Fig. 1: pin map
Drawn at 4 px/um. Pins as bars across the die edge, other pins in gray.
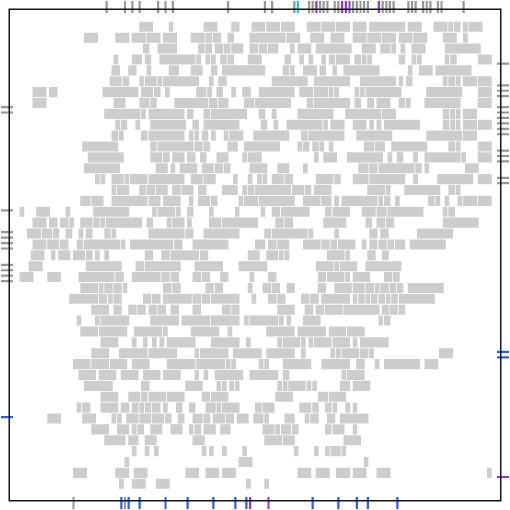
Fig. 2: a small window of the routed layout
Region (49, 24) to (74, 49) um. Cells in gray, sequential cells in the stronger gray; small squares are vias.
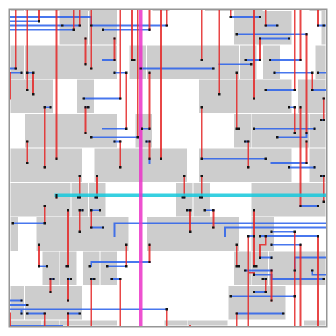
Fig. 3: routing congestion map
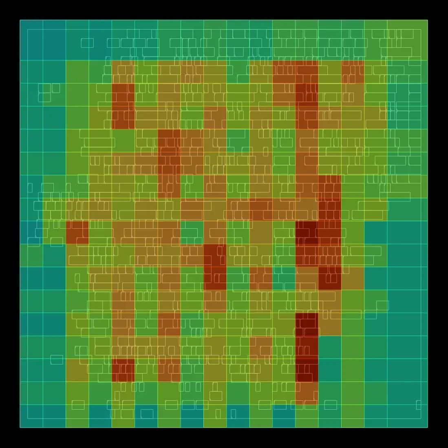
Fig. 4: sequential cells grouped by signal name
Drawn at 2 px/um.
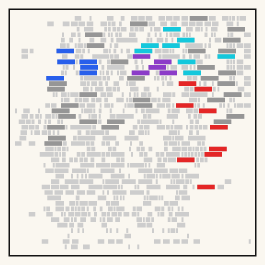
Fig. 5: gate families picked out
Drawn at 2 px/um.
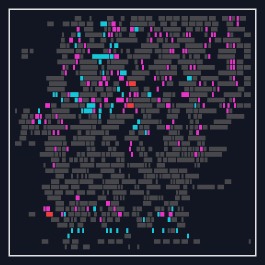
`config.mk`:
```
export PLATFORM = sky130hd
export DESIGN_NAME = mv_block_sequencer
export DESIGN_NICKNAME = d
export VERILOG_FILES = /design/src/rtl/mv_block_sequencer.sv
export SDC_FILE = /design/constraint.sdc
export NUM_CORES = 1
export LEC_CHECK = 0
export CAP_MARGIN = 15
export CORE_MARGIN = 2
export CORE_UTILIZATION = 40
export CTS_CLUSTER_DIAMETER = 120
export CTS_CLUSTER_SIZE = 40
export DETAILED_ROUTE_END_ITERATION = 7
export PLACE_DENSITY = 0.68
export SETUP_SLACK_MARGIN = 0.4
export SLEW_MARGIN = 10
export SYNTH_ARGS = -nofsm -noshare
export SYNTH_HDL_FRONTEND = slang
export SYNTH_SLANG_ARGS = --single-unit
```
`constraint.sdc`:
```
create_clock -name CLK -period 11.8 [get_ports CLK]
set_input_delay 2.36 -clock CLK [delete_from_list [all_inputs] [get_ports CLK]]
set_output_delay 2.36 -clock CLK [all_outputs]
set_load 0.005 [all_outputs]
```
`src/rtl/mv_block_sequencer.sv`:
```
// rtl/mv_block_sequencer.sv - raster-scans the block grid and presents one motion vector per block.
// Fetches each vector from the MV RAM and holds it until the Reconstructor asks for the next.
module mv_block_sequencer #(
  parameter int BLK_SHIFT = 3,
  parameter int MV_ADDR_W = 16
) (
  input  logic                 CLK,
  input  logic                 reset,
  input  logic                 enable,
  input  logic [7:0]           height,
  input  logic [7:0]           width,
  output logic [MV_ADDR_W-1:0] mv_raddr,
  output logic                 mv_re,
  input  logic [15:0]          mv_rdata,
  output logic                 Vector_sig,
  output logic [7:0]           mv_x,
  output logic [7:0]           addr_x,
  output logic [7:0]           mv_y,
  output logic [7:0]           addr_y,
  input  logic                 Nxt_block_sig,
  input  logic                 MVF_complete_sig,
  output logic                 busy,
  output logic                 frame_done
);

  typedef enum logic [2:0] {
    S_IDLE, S_FETCH, S_WAIT, S_PRESENT, S_ADVANCE, S_FLUSH, S_DONE
  } state_t;

  localparam logic [8:0] BLK_ROUND = 9'((1 << BLK_SHIFT) - 1);

  state_t      state_q, state_d;
  logic [8:0]  blocks_x_q, blocks_x_d;
  logic [8:0]  blocks_y_q, blocks_y_d;
  logic [8:0]  bx_q, bx_d;
  logic [8:0]  by_q, by_d;
  logic [7:0]  mv_x_q, mv_x_d;
  logic [7:0]  mv_y_q, mv_y_d;
  logic [7:0]  addr_x_q, addr_x_d;
  logic [7:0]  addr_y_q, addr_y_d;
  logic        frame_done_q, frame_done_d;

  logic [8:0]  blk_w, blk_h;
  logic [8:0]  ax_full, ay_full;
  logic [17:0] lin_addr;
  logic        last_block;
  logic        running;

  // Partial edge blocks round up, so a 20-pixel width yields 3 columns.
  assign blk_w    = ({1'b0, width} + BLK_ROUND) >> BLK_SHIFT;
  assign blk_h    = ({1'b0, height} + BLK_ROUND) >> BLK_SHIFT;
  assign ax_full  = bx_q << BLK_SHIFT;
  assign ay_full  = by_q << BLK_SHIFT;
  assign lin_addr = by_q * blocks_x_q + {9'd0, bx_q};

  assign last_block = (bx_q == blocks_x_q - 9'd1) && (by_q == blocks_y_q - 9'd1);
  assign running    = (state_q != S_IDLE) && (state_q != S_DONE);

  always_ff @(posedge CLK or posedge reset) begin
    if (reset) begin
      state_q      <= S_IDLE;
      blocks_x_q   <= '0;
      blocks_y_q   <= '0;
      bx_q         <= '0;
      by_q         <= '0;
      mv_x_q       <= '0;
      mv_y_q       <= '0;
      addr_x_q     <= '0;
      addr_y_q     <= '0;
      frame_done_q <= 1'b0;
    end else begin
      state_q      <= state_d;
      blocks_x_q   <= blocks_x_d;
      blocks_y_q   <= blocks_y_d;
      bx_q         <= bx_d;
      by_q         <= by_d;
      mv_x_q       <= mv_x_d;
      mv_y_q       <= mv_y_d;
      addr_x_q     <= addr_x_d;
      addr_y_q     <= addr_y_d;
      frame_done_q <= frame_done_d;
    end
  end

  always_comb begin
    state_d      = state_q;
    blocks_x_d   = blocks_x_q;
    blocks_y_d   = blocks_y_q;
    bx_d         = bx_q;
    by_d         = by_q;
    mv_x_d       = mv_x_q;
    mv_y_d       = mv_y_q;
    addr_x_d     = addr_x_q;
    addr_y_d     = addr_y_q;
    frame_done_d = 1'b0;

    case (state_q)
      S_IDLE: begin
        if (enable) begin
          blocks_x_d = blk_w;
          blocks_y_d = blk_h;
          bx_d       = '0;
          by_d       = '0;
          if (blk_w == 9'd0 || blk_h == 9'd0) begin
            state_d      = S_DONE;
            frame_done_d = 1'b1;
          end else begin
            state_d = S_FETCH;
          end
        end
      end
      S_FETCH: state_d = S_WAIT;
      S_WAIT: begin
        mv_x_d   = mv_rdata[7:0];
        mv_y_d   = mv_rdata[15:8];
        addr_x_d = ax_full[7:0];
        addr_y_d = ay_full[7:0];
        state_d  = S_PRESENT;
      end
      S_PRESENT: begin
        if (Nxt_block_sig) state_d = S_ADVANCE;
      end
      S_ADVANCE: begin
        if (bx_q < blocks_x_q - 9'd1) begin
          bx_d = bx_q + 9'd1;
        end else begin
          bx_d = '0;
          by_d = by_q + 9'd1;
        end
        state_d = last_block ? S_FLUSH : S_FETCH;
      end
      S_FLUSH: begin
        if (MVF_complete_sig) begin
          state_d      = S_DONE;
          frame_done_d = 1'b1;
        end
      end
      S_DONE: begin
        if (!enable) state_d = S_IDLE;
      end
      default: state_d = S_IDLE;
    endcase

    // Dropping enable mid-run abandons the frame silently and blanks the vector outputs.
    if (running && !enable) begin
      state_d      = S_IDLE;
      frame_done_d = 1'b0;
      mv_x_d       = '0;
      mv_y_d       = '0;
      addr_x_d     = '0;
      addr_y_d     = '0;
    end
  end

  assign mv_re      = (state_q == S_FETCH);
  assign mv_raddr   = (state_q == S_FETCH) ? MV_ADDR_W'(lin_addr) : '0;
  assign Vector_sig = (state_q == S_PRESENT);
  assign busy       = running;
  assign frame_done = frame_done_q;
  assign mv_x       = mv_x_q;
  assign mv_y       = mv_y_q;
  assign addr_x     = addr_x_q;
  assign addr_y     = addr_y_q;

endmodule

```
==> flow_metrics.rpt <==
FLOW METRICS REPORT
----------------------------------------------------
[Setup path]
  Source of the worst register-to-register timing path ........................ blocks_x_q[0]
  Critical Setup Path Class ........................ flip-flop to output port
  CP Capture Point ........................ mv_raddr[15]
  Count of cell instances traversed by the critical path ........................ 17
  Required time of the worst setup path ........................ 9.44 ns

[Final layout]
  Multi-input gates ........................ 498
  Combinational fraction of the cell area ........................ 54.36%
  Dominant kind of cell ........................ logic gates
  # fillers ........................ 1301

[Synth]
  Most used standard cells in the synthesized netlist ........................ sky130_fd_sc_hd__nand2_1 (96), sky130_fd_sc_hd__dfrtp_1 (60), sky130_fd_sc_hd__inv_1 (60), sky130_fd_sc_hd__and2_1 (51), sky130_fd_sc_hd__ha_1 (50)
  Cell types occupying the most area after synthesis ........................ sky130_fd_sc_hd__dfrtp_1 (27%), sky130_fd_sc_hd__fa_1 (12%), sky130_fd_sc_hd__ha_1 (11%)
  Cell type contributing the most total cell area after synthesis ........................ sky130_fd_sc_hd__dfrtp_1
  Number of standard cells reported by yosys ........................ 651
  Top-area cell type share of the netlist area ........................ 26.72%

[Hold path]
  Hold worst-path end ........................ mv_y[1]

[Power]
  Cell Int Power ........................ 0.4946 mW
  Sequential cell fraction of total power ........................ 37.0%

[Clocking]
  Clk ins delay skew pair ........................ 0.33 ns
  CTS buffer count ........................ 9

[STA]
  Post-Route Skew ........................ 0.005588 ns
  Max Clk Rate ........................ 0.1289 GHz

[Outcome]
  Status ........................ finished clean

[Route]
  DR pass1 iterations ........................ 6
  Top Layer Used ........................ met4

[Placed design]
  Placed instance area ........................ 0.006511 mm2

[Global route]
  First-pass GRT wire length ........................ 21090 um

----------------------------------------------------
About Fig. 1:
legend:
  blue:
    port: `mv_raddr`
    pins: 16
    direction: output
    edge: 13 bottom, 2 right, 1 left
  cyan:
    port: `busy`
    pins: 1
    direction: output
    edge: top
  purple:
    port: `addr_y`
    pins: 8
    direction: output
    edge: 5 top, 2 bottom, 1 right

About Fig. 2:
legend:
  magenta:
    layer: M4
  cyan:
    layer: M3
  blue:
    layer: M1
  red:
    layer: M2
cells with their middle in the window: 37
sequential cells in the window: 0
most frequent: inv_1 (18), fa_1 (11), ha_1 (5)

About Fig. 3:
met2 Usage GRT: 28.54%
GR Util met1: 23.25%
GRT Overall Usage: 17.51%
Top Usage Layer GRT: met2

About Fig. 4:
legend:
  purple:
    signal: `addr_y`
    flops: 5
    where: top middle
  cyan:
    signal: `mv_x`
    flops: 8
  blue:
    signal: `blocks_y_q`
    flops: 6
    where: top left
  red:
    signal: `bx_q`
    flops: 9
    where: right middle
not colored: 32
Flop area: 0.001501 mm2
power attributed to sequential cells: 0.262 mW
Post-Route Utilization: 49.44%
Seq area share: 21.96%

About Fig. 5:
legend:
  cyan:
    family: nor cells
    cells: 53
    most_used: nor2_1
  red:
    family: mux cells
    cells: 3
    most_used: mux2i_1
  magenta:
    family: nand cells
    cells: 130
    most_used: nand2_1

## worst min-delay path, cell delays in order, from the launching register on
cell and delay [ns]:
sky130_fd_sc_hd__dfrtp_1 0.37, sky130_fd_sc_hd__nand2_1 0.05, sky130_fd_sc_hd__a21oi_1 0.05
## placed cells by master, fill, tap and decap left out, drive strengths merged, types with 4 or more instances in the layout
cell type and instances:
ha 50, nand2 98, nand2b 8, conb 6
nand3b 5, inv 61, nor4 4, clkbuf 10
dfrtp 60, fa 35, a211oi 5, xor2 14
and3 6, xnor2 25, clkdlybuf4s50 82, a21o 6
nand4 9, nand3 10, or3 8, nor2 31
and2 52, nor3 13, o21ai 33, a21oi 47
Power and IR drop assume default switching activity.
